Design pipe_debug_ctrl, sky130hd; sources not shown.
Figure 1. Signal wires by layer.
Drawn at 3 px/µm. Only two layers are drawn.
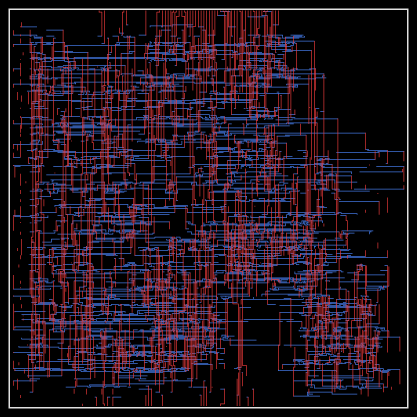
[red] met2 | wire length: 9,120 µm
[blue] met1 | wire length: 8,890 µm
gr usage total: 22.5%
Wirelength per Cell: 15.0 µm
DR vias: 6,413

Figure 2. Cell classes on the final placement.
Drawn at 2 px/µm.
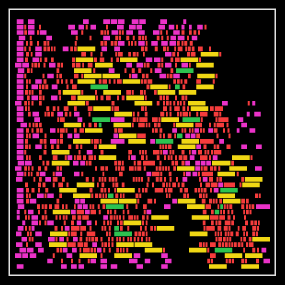
[red] all other logic | cells: 776 | share of their area: 47%
[yellow] flip-flops | cells: 77 | share of their area: 24%
[magenta] other buffers and delay cells | cells: 221 | share of their area: 25%
[green] clock drivers and dummy loads | cells: 16 | share of their area: 3.5%
Core Util, Final: 51.3%
CORE AREA: 16,000 µm²
Finished Cell Area: 8220 µm²
sequential cell area share: 23.5%
row count: 46

Figure 3. Register map, names as in the netlist.
Drawn at 4 px/µm.
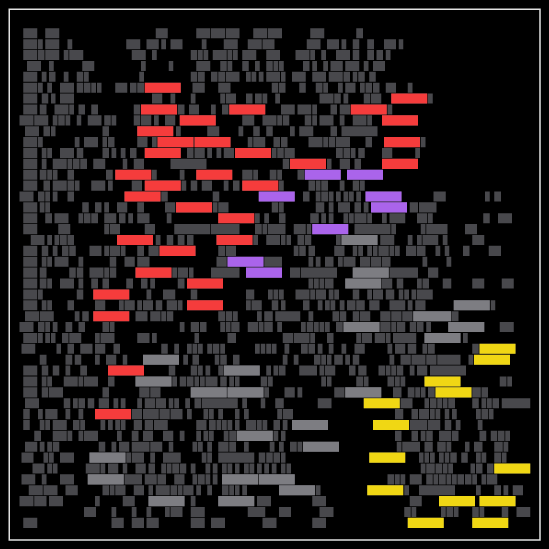
[purple] bc_q | flops: 8
[red] word_q | flops: 32
[yellow] run_q | flops: 13 | where: bottom right
not coloured: 24
sequential logic power: 1.87 mW
flip-flop and latch area: 1930 µm²

==> impl_metrics.env <==
# implementation run metrics
export IMPL_edf_count=0
export IMPL_antenna_cells=0
export IMPL_status="complete, no violations"
export IMPL_cts_made_buffers=9
export IMPL_drt_iter0_markers=446
export IMPL_place_gp_congestion=0.919
export IMPL_yosys_area_um2=5760
export IMPL_synth_cell_type_count=41
export IMPL_drc=0
export IMPL_nFillCells=1719
export IMPL_wl_met1_mm=8.89
export IMPL_die_x_um=132
export IMPL_top_area_cell="dfrtp_1"
export IMPL_leakagePower_nw=4.23
export IMPL_crit_fanout=5
export IMPL_ir_drop_mv=0.394
export IMPL_vias_per_cell=4.91
export IMPL_common_cells="202 x nand2_1, 133 x inv_1, 94 x nor2_1"
export IMPL_warning_count=30
export IMPL_startpoint_type="register"
export IMPL_nNetsFinal=1200
export IMPL_die_y_um=132
export IMPL_path_clk_slew_ns=0.06
export IMPL_wl_met2_mm=9.12
export IMPL_setup_viol=0
export IMPL_clk_path_buf_depth=2
export IMPL_hold_viol_final=0
export IMPL_grt_max_degree=57
export IMPL_top_layer="met4"
-- layer usage --
layer	vias up	track usage, %
met5	-	0
met1	2929	29.3
li1	3267	-
met4	0	6.21
met2	197	36.9
met3	20	5.77
-- placed cells by master (no fill, tap or decap), drive strengths merged, types with 3 or more instances in the layout --
cell type,n
dfrtp,77
a22oi,32
xor2,10
nor3,19
inv,145
nand3,74
nor2,102
clkbuf,18
o21ai,71
clkdlybuf4s50,110
nand4,14
nand3b,3
buf,53
dlygate4sd2,45
ha,6
clkinvlp,3
nand2,207
a21oi,81
-- final cells by class --
cell class,count,area [µm²],share of cell area (%)
inverter,143,537,6.53
tap,216,270,3.29
sequential,77,1930,23.5
clock inverter,7,50.0,0.609
timing repair buffer,221,2020,24.5
clock buffer,9,225,2.74
multi-input combinational,633,3190,38.8
-- worst register-to-register path, delay by kind of cell, from the launching register on --
| family | cells | cell delay [ns] |
|---|---|---|
| flops | 1 | 0.43 |
| buf+inv | 5 | 0.80 |
| simple gates | 3 | 0.53 |
| compound gates | 2 | 0.27 |
-- cell families after synthesis --
family / after synthesis / synth area share (%)
buffers and inverters: 181 / 12.7
XOR/XNOR: 12 / 1.82
multiplexers: 1 / 0.174
AND-OR/OR-AND: 192 / 18.5
flip-flops: 77 / 33.4
AND/OR/NAND/NOR: 422 / 32.0
adder cells (fa/ha/maj): 6 / 1.30
-- metrics by stage --
step | power [mW] | cell area, µm² | setup WS (ns) | TNS (ns)
floorplan | 3.24 | 5760 | 0.179 | 0
global placement | 4.29 | 7900 | 0.0871 | 0
detailed placement | 4.30 | 7900 | 0.0633 | 0
CTS | 5.62 | 8170 | 0.0113 | 0
global route | 6.07 | 8220 | -0.0551 | -0.0845
finish | 5.67 | 8220 | 0.0567 | 0
-- power breakdown --
group | switching (mW) | internal, mW | total [mW]
combinational | 1.45 | 0.996 | 2.45
sequential | 0.212 | 1.66 | 1.87
clock | 0.616 | 0.734 | 1.35
total | 2.28 | 3.39 | 5.67
-- repair_timing --
item,CTS,global route
gates resized,66,39
hold buffers,1,0
pin swaps,1,2
setup buffers,4,4
endpoints found under the hold margin,32,0
endpoints found under the setup margin,57,15
Power figures rest on the tool's default switching activity, not on a simulated workload.
